### Clock routing, run 1

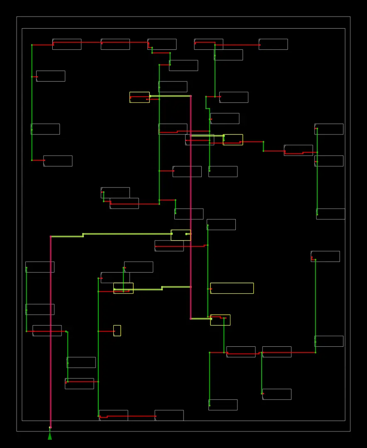
### Register map, names as in the netlist, run 1

Scale bar: 20 um.
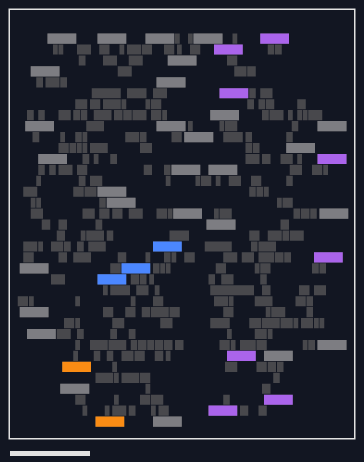
### Drive-strength map, run 1

Scale bar: 20 um.
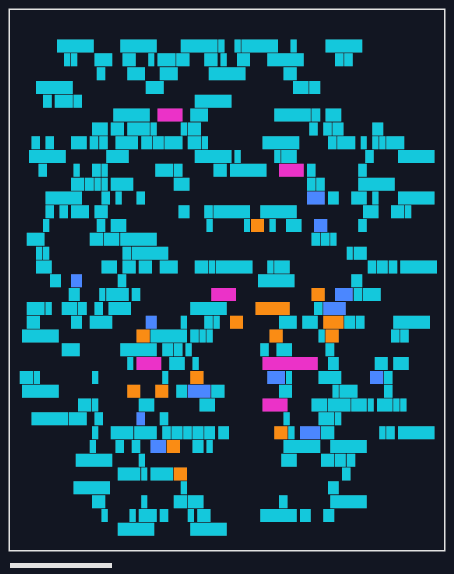
--- src/rtl/bf_tape_master.sv ---
// Tape-head controller for a byte tape: a pointer plus read/modify/write of the current cell. Latency: 2 cycles (LEFT/RIGHT/LOAD/STORE) or 3 cycles (INC/DEC) from accept to resp_valid; reserved ops respond after 1.
// Backpressure: each busy cycle on a write and each missing-rvalid cycle on a read stretches the op by one cycle; cmd_ready is high only in IDLE.
`timescale 1ns/1ps
module bf_tape_master #(
  parameter int logsize = 8
) (
  input  logic               clk,
  input  logic               init_n,
  input  logic               cmd_valid,
  output logic               cmd_ready,
  input  logic [2:0]         cmd_op,
  input  logic [7:0]         cmd_data,
  output logic               resp_valid,
  output logic [7:0]         resp_data,
  output logic               resp_zero,
  output logic [logsize-1:0] ptr,
  output logic [logsize-1:0] addr,
  output logic [7:0]         wdata,
  output logic               wselect,
  output logic               doit,
  input  logic               busy,
  input  logic               rvalid,
  input  logic [7:0]         rdata
);

  localparam logic [2:0] OP_LEFT  = 3'd0;
  localparam logic [2:0] OP_RIGHT = 3'd1;
  localparam logic [2:0] OP_INC   = 3'd2;
  localparam logic [2:0] OP_DEC   = 3'd3;
  localparam logic [2:0] OP_LOAD  = 3'd4;
  localparam logic [2:0] OP_STORE = 3'd5;

  typedef enum logic [1:0] {IDLE, RD, WR, RESP} state_t;

  state_t     state;
  logic [2:0] op_q;

  assign cmd_ready = (state == IDLE);

  always_ff @(posedge clk) begin
    if (!init_n) begin
      state      <= IDLE;
      op_q       <= 3'd0;
      ptr        <= '0;
      addr       <= '0;
      wdata      <= 8'h00;
      wselect    <= 1'b0;
      doit       <= 1'b0;
      resp_valid <= 1'b0;
      resp_data  <= 8'h00;
      resp_zero  <= 1'b1;
    end else begin
      resp_valid <= 1'b0;
      case (state)
        IDLE: begin
          if (cmd_valid) begin
            op_q <= cmd_op;
            case (cmd_op)
              OP_LEFT: begin
                ptr     <= ptr - 1'b1;
                addr    <= ptr - 1'b1;
                wselect <= 1'b0;
                doit    <= 1'b1;
                state   <= RD;
              end
              OP_RIGHT: begin
                ptr     <= ptr + 1'b1;
                addr    <= ptr + 1'b1;
                wselect <= 1'b0;
                doit    <= 1'b1;
                state   <= RD;
              end
              OP_INC, OP_DEC, OP_LOAD: begin
                addr    <= ptr;
                wselect <= 1'b0;
                doit    <= 1'b1;
                state   <= RD;
              end
              OP_STORE: begin
                addr    <= ptr;
                wdata   <= cmd_data;
                wselect <= 1'b1;
                doit    <= 1'b1;
                state   <= WR;
              end
              default: begin
                // Reserved op: respond immediately with the previous result.
                resp_valid <= 1'b1;
                state      <= RESP;
              end
            endcase
          end
        end
        RD: begin
          if (rvalid) begin
            if (op_q == OP_INC || op_q == OP_DEC) begin
              // doit stays high; the write to the same cell follows directly.
              wdata   <= (op_q == OP_INC) ? rdata + 8'd1 : rdata - 8'd1;
              wselect <= 1'b1;
              state   <= WR;
            end else begin
              doit       <= 1'b0;
              resp_data  <= rdata;
              resp_zero  <= (rdata == 8'h00);
              resp_valid <= 1'b1;
              state      <= RESP;
            end
          end
        end
        WR: begin
          if (!busy) begin
            doit       <= 1'b0;
            wselect    <= 1'b0;
            resp_data  <= wdata;
            resp_zero  <= (wdata == 8'h00);
            resp_valid <= 1'b1;
            state      <= RESP;
          end
        end
        default: state <= IDLE;
      endcase
    end
  end

endmodule

--- config.mk ---
export PLATFORM = sky130hd
export DESIGN_NAME = bf_tape_master
export DESIGN_NICKNAME = d
export VERILOG_FILES = /design/src/rtl/bf_tape_master.sv
export SDC_FILE = /design/constraint.sdc
export NUM_CORES = 1
export LEC_CHECK = 0
export CAP_MARGIN = 20
export CELL_PAD_IN_SITES_DETAIL_PLACEMENT = 0
export CELL_PAD_IN_SITES_GLOBAL_PLACEMENT = 2
export CORE_ASPECT_RATIO = 1.25
export CORE_UTILIZATION = 30
export CTS_CLUSTER_DIAMETER = 30
export DETAILED_ROUTE_END_ITERATION = 12
export DONT_BUFFER_PORTS = 1
export HOLD_SLACK_MARGIN = 0.15
export PLACE_DENSITY_LB_ADDON = 0.1
export SKIP_LAST_GASP = 1
export SYNTH_ARGS = -nofsm -noshare
export SYNTH_HDL_FRONTEND = slang
export SYNTH_SLANG_ARGS = --single-unit
export TNS_END_PERCENT = 30
--- constraint.sdc ---
create_clock -name clk -period 2.47 [get_ports clk]
set_input_delay 0.6175 -clock clk [delete_from_list [all_inputs] [get_ports clk]]
set_output_delay 0.6175 -clock clk [all_outputs]
set_load 0.005 [all_outputs]
==> reports/qor.yml, run 1 <==
yosysSeqAreaShare_pct: 31.4
timing.hold.worst_endpoint: "resp_zero$_SDFFE_PN1P_"
cts_tree: "done"
m2_gr_usage_pct: 33.1
antenna_cells: 0
worstSetupPathType: "reg -> reg"
holdWs_ps: 395
critical_path.startpoint_type: "flip-flop"
sequentialPowerShare_pct: 36.2
timing.slew.headroom_pct: 70.1
path_max_fanout: 9
critPathSlowestCell: "sky130_fd_sc_hd__or2_2"
ys_seq_elements: 41
timing.reg2reg.setup_slack_ps: 330
path_cells: "nand2b_1 -> or2_2 -> ha_1 -> a21o_1 -> a21oi_1 -> o21ai_0 -> xnor2_1 -> o211ai_1"
area.combinational_sq_um: 1640
post_cts.repair.setup_buffers: 0
p_clk_mw: 0.546
core_util_floorplan_pct: 31.4
maximum_capacitance_violations: 0
tns_ps: 0
power.ir.vdd_worst_v: 0.000430
timing.hold.worst_path_depth: 1
timing.hold.worst.class: "in -> reg"
cp_top_family: "AND-OR/OR-AND gates"
final_net_count: 352
grt_remaining_overflow: 0
rsz_0062_raised_after_global_routing: "false"
clkSinkCount: 41
p_comb_share_pct: 46.2
drc_errors: 0
dieWidth_um: 85.5
fin_total_pwr_mw: 3.11
power_leader: "combinational logic"
timing.fmax_mhz: 468
layout_top_cells_excl_fill_tap: "41 x sky130_fd_sc_hd__dfxtp_1, 31 x sky130_fd_sc_hd__nor2_1, 26 x sky130_fd_sc_hd__a21oi_1"
dominant_cell_type_by_area_after_synthesis: "sky130_fd_sc_hd__dfxtp_1"
number_of_antenna_violations_at_the_first_check_in_global_routing: 0
ys_chip_area_sq_um: 2620
cts_hold_buf: 0
postLayoutCoreUtil_pct: 33.8
synth_async_reset_ratio_pct: 0
grt_pass1_vias: 2318
run_status: "finished, final reports clean"
root_cell_of_the_clock_tree: "sky130_fd_sc_hd__clkbuf_8"
clockPowerShare_pct: 17.6
power-per-cell-area_nw_per_um2: 1100
reported_combinational_group_power_mw: 1.44
placed_wire_length_estimate_after_detailed_placement_um: 5640
drtPass1Iterations: 4
critical_path.endpoint: "wdata[5]$_SDFFE_PN0P_"
syn_area_sq_um: 2620
placement.cell_area_sq_um: 2710
detailroute.wirelength.met2_um: 4010
longest_clk_path_bufs: 2
netlist_top_cells_area: "sky130_fd_sc_hd__dfxtp_1 31%, sky130_fd_sc_hd__mux2i_1 6.5%, sky130_fd_sc_hd__ha_1 6.2%, sky130_fd_sc_hd__a21oi_1 5.0%, sky130_fd_sc_hd__nor2_1 4.4%"
timing.critical_path.to_type: "flip-flop"
layout_top_cell_excl_fill_tap: "sky130_fd_sc_hd__dfxtp_1"
swShare_pct: 42.2
tightest_slew_ps: 446
met1_length_um: 3150
dieHeight_um: 106
num_io_pins: 61
power.leakage_nw: 1.05
groute.usage.overall_pct: 18.0
total_number_of_warnings_across_the_stage_logs: 31
cts_repair_resize_count: 0
arrival_time_at_the_worst_endpoint_ps: 2370
busiest_layer_in_global_routing: "met2"
final_wtd_congestion: 0.860
synth-edff-count: 0
maximum_number_of_pins_on_one_net_before_global_route_repair: 28
detailed_router_s_first_iteration_violation_count: 70
switchingPower_mw: 1.31
dominantRegCellSynth: "sky130_fd_sc_hd__dfxtp_1"
antenna_violating_nets_post_route: 0
htreeDepth: 2
min_period_ps: 2140
numPlacedInstances: 404
report.final.hold_viol_count: 0
worst_reg2reg_path_startpoint: "op_q[2]$_SDFFE_PN0P_"
fillCellCount: 885
final.period_utilization_pct: 86.5
dp_worst_setup_slack_ps: 342
worst-path-buf-inv: 0
cp-startpoint: "op_q[2]$_SDFFE_PN0P_"
internal_power_mw: 1.80
worst-r2r-cell-count: 8
grt_use_met1_pct: 20.0
dieArea_sq_um: 9100
regArea_sq_um: 821
timing.final.max_slew_violations: 0
setup_viol: 0
floorplan.rows: 37
buffer_ports.inserted: 0
global_route_wire_length_before_repair_um: 12600
critPathRequiredTime_ps: 2700
crit-reg2reg-capture: "wdata[5]$_SDFFE_PN0P_"
cp_slowest_stage_delay_ps: 390
met3_wirelength_um: 394
post-synth-top-area-fraction_pct: 31.4
routed.top_layer: "met4"
p_seq_mw: 1.13
final_cell_count_no_fill: 411
synth.yosys.num_cells: 316
route.vias.total: 2266
syn_area_per_cell_sq_um: 8.28
ys_top_cells_by_count: "41 x sky130_fd_sc_hd__dfxtp_1, 31 x sky130_fd_sc_hd__nor2_1, 26 x sky130_fd_sc_hd__a21oi_1"
groute.layer.met3.usage_pct: 4.50
core_region_area_sq_um: 8330
drt-wirelength-per-cell_um: 18.6
fraction_of_final_layout_cells_with_drive_strength_greater_than_1_pct: 10.2
wirelength_um: 7660
synthDistinctLibCells: 55
post_synth_inst_count: 316
synthesis.nets: 354
cp.depth: 8
hp-start: "init_n"
-- 'Clock routing' (at the start) --
clock skew after layout: 7.31 ps
worst-skew pair later-pin latency: 300 ps
total CTS buffers: 5

-- 'Register map, names as in the netlist' (at the start) --
Key: addr = purple [placed flops 8]; state = orange [placed flops 2]; op_q = blue [placed flops 3]
Another 28 sequential cells are not coloured.

-- 'Drive-strength map' (at the start) --
Key: drive 3 to 4 = orange [cells 14, share 4.5%, most used buf_4]; drive 1 or less = cyan [cells 282, share 90%, most used dfxtp_1]; drive 6 and up = magenta [cells 6, share 1.9%, most used clkbuf_8]; drive 2 = blue [cells 12, share 3.8%]
Layout Area Growth over Synthesis: 7.61%
Setup WS post-layout: 332 ps
final instance area: 2810 sq um
Non-CTS buffers: 12

==> run 1: logic make-up after synthesis <==
group                    count (synthesis)  synth area share [%]
XOR/XNOR                                15                  5.02
multiplexers                            17                  6.51
flip-flops                              41                  31.4
AND/OR/NAND/NOR                        111                  22.7
buffers and inverters                   31                  5.88
AND-OR/OR-AND                           86                  21.1
adder cells (fa/ha/maj)                 15                  7.37
==> run 1: area by class of cell <==
type / count / share of cell area [%]
clock buffers: 5 / 2.45
well taps: 97 / 4.31
clock inverters: 2 / 1.24
flip-flops and latches: 41 / 29.2
repair buffers: 12 / 3.20
multi-input cells: 244 / 58.3
inverters: 10 / 1.33
==> run 1: sequential cells by signal, indices dropped and copies added (netlist names) <==
name and cells:
addr 8, doit 1, op_q 3, ptr 8, resp_data 8, resp_valid 1, resp_zero 1, state 2
wdata 8, wselect 1
==> run 2: changes to the inputs <==
- CAP_MARGIN: 20 -> unset
- clock period: 2.47 -> 1.95 ns (I/O delays scaled with it)
==> run 2 against run 1 <==
Effect of this change: worst hold slack worse by 120 ps; final area grew 6.6%; core utilization is 2.2 points higher; clock skew about the same; largest cell class unchanged; power is 29% higher; wire length is 2.2% higher; critical path type unchanged; highest routed layer unchanged; critical path depth up 1; combinational power up about 40%; synthesized cell count did not move; global-route usage fell by 0.29 points; synthesized area unchanged; largest power group unchanged; via count grew 2.2%.
==> reports/qor.yml, run 2 <==
cp.depth: 9  # was 8
htreeDepth: 2  # unchanged
cp_top_family: "simple AND/OR/NAND/NOR gates"  # was AND-OR/OR-AND gates
post_cts.repair.setup_buffers: 0  # unchanged
synth.cellmix.adderShare_pct: 7.37  # unchanged
placed_wire_length_estimate_after_detailed_placement_um: 5870  # was 5640 um
timing.hold.worst_endpoint: "resp_zero$_SDFFE_PN1P_"  # unchanged
path_max_fanout: 6  # was 9
tightest_slew_ps: 448  # was 446 ps
antenna_cells: 0  # unchanged
groute.layer.met3.usage_pct: 3.80  # was 4.50%
route.vias.total: 2315  # was 2266
floorplan.rows: 37  # unchanged
run_status: "finished, final reports clean"  # unchanged
tns_ps: 0  # unchanged
ys_chip_area_sq_um: 2620  # unchanged
longest_clk_path_bufs: 2  # unchanged
layout_top_cells_excl_fill_tap: "40 x sky130_fd_sc_hd__dfxtp_1, 31 x sky130_fd_sc_hd__nor2_1, 24 x sky130_fd_sc_hd__nand2_1, 24 x sky130_fd_sc_hd__buf_4, 23 x sky130_fd_sc_hd__a21oi_1"  # was 41 x sky130_fd_sc_hd__dfxtp_1, 31 x sky130_fd_sc_hd__nor2_1, 26 x sky130_fd_sc_hd__a21oi_1
hp-start: "init_n"  # unchanged
synth_async_reset_ratio_pct: 0  # unchanged
core_util_floorplan_pct: 31.4  # unchanged
maximum_number_of_pins_on_one_net_before_global_route_repair: 23  # was 28
met3_wirelength_um: 323  # was 394 um
clock-skew-final_ps: 6.81  # was 7.31 ps
post_synth_inst_count: 316  # unchanged
cp_slowest_stage_delay_ps: 330  # was 390 ps
root_cell_of_the_clock_tree: "sky130_fd_sc_hd__clkbuf_8"  # unchanged
postLayoutCellArea_sq_um: 3000  # was 2810 sq um
detailroute.wirelength.met2_um: 4070  # was 4010 um
layout_top_cell_excl_fill_tap: "sky130_fd_sc_hd__dfxtp_1"  # unchanged
finalWorstSetupSlack_ps: 89.5  # was 332 ps
global_route_wire_length_before_repair_um: 12400  # was 12600 um
timing.hold.worst_path_depth: 1  # unchanged
reported_combinational_group_power_mw: 2.02  # was 1.44 mW
yosysSeqAreaShare_pct: 31.4  # unchanged
clk-insertion-delay-late_ps: 300  # about the same
busiest_layer_in_global_routing: "met2"  # unchanged
m2_gr_usage_pct: 32.4  # was 33.1%
path_cells: "nand2b_4 -> or2_4 -> buf_6 -> ha_4 -> nand2b_1 -> or2_2 -> mux2i_1 -> o21ai_0 -> o21ai_0"  # was nand2b_1 -> or2_2 -> ha_1 -> a21o_1 -> a21oi_1 -> o21ai_0 -> xnor2_1 -> o211ai_1
rsz_0062_raised_after_global_routing: "true"  # was false
fillCellCount: 916  # was 885
simple_gate_share_pct: 22.7  # unchanged
synth.yosys.num_cells: 316  # unchanged
dominant_cell_type_by_area_after_synthesis: "sky130_fd_sc_hd__dfxtp_1"  # unchanged
arrival_time_at_the_worst_endpoint_ps: 2100  # was 2370 ps
cts_buffers: 5  # unchanged
clkSinkCount: 41  # unchanged
p_seq_mw: 1.41  # was 1.13 mW
groute.usage.overall_pct: 17.8  # was 18.0%
fin_total_pwr_mw: 4.02  # was 3.11 mW
drc_errors: 0  # unchanged
critPathRequiredTime_ps: 2190  # was 2700 ps
dominantRegCellSynth: "sky130_fd_sc_hd__dfxtp_1"  # unchanged
timing.slew.headroom_pct: 70.1  # about the same
crit-reg2reg-capture: "wdata[6]$_SDFFE_PN0P_"  # was wdata[5]$_SDFFE_PN0P_
syn_area_per_cell_sq_um: 8.28  # unchanged
routed.top_layer: "met4"  # unchanged
ys_sh_aoi_pct: 21.1  # unchanged
critPathSlowestCell: "sky130_fd_sc_hd__dfxtp_2"  # was sky130_fd_sc_hd__or2_2
final_cell_count_no_fill: 425  # was 411
p_comb_share_pct: 50.3  # was 46.2%
num_io_pins: 61  # unchanged
power_leader: "combinational logic"  # unchanged
met1_length_um: 3280  # was 3150 um
final_wtd_congestion: 0.851  # was 0.860
grt_pass1_vias: 2359  # was 2318
holdWs_ps: 272  # was 395 ps
-- run 2: cell counts after synthesis --
Identical to the previous run, type by type.
-- run 2: final cells by class --
cell class	instances	area, sq um	area share (%)
multi-input cells	244	1740	58.0
flip-flops and latches	41	822	27.4
repair buffers	25	191	6.38
well taps	97	121	4.05
clock buffers	5	68.8	2.29
inverters	10	37.5	1.25
clock inverters	3	17.5	0.584
-- run 2: kinds of logic (layout without fill, tap and decap cells) --
family,Yosys count,in the layout
compound gates,86,86
xor+xnor,15,15
fa+ha+maj,15,15
buf+inv,31,43
flops,41,41
mux,17,17
simple gates,111,111
-- run 2: what timing repair did --
item | 4_1_cts | 5_1_grt
pin swaps | 0 | 5
resized | 1 | 20
endpoints found under the setup margin | 3 | 6
hold buffers | 0 | 0
### Drive-strength map, run 2

Scale bar: 20 um.
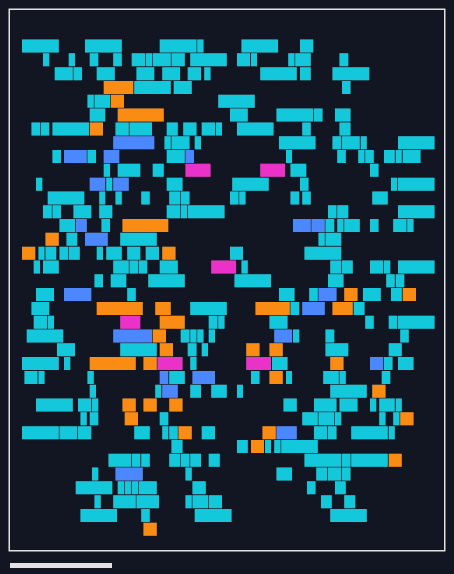
Key: drive 6 and up = magenta [cells 6, share 1.8%, most used clkbuf_8]; drive 1 or less = cyan [cells 267, share 81%, most used dfxtp_1]; drive 2 = blue [cells 21, share 6.4%, most used a21oi_2]; drive 3 to 4 = orange [cells 34, share 10%, most used buf_4]

Power is estimated from default activity; no workload was simulated.
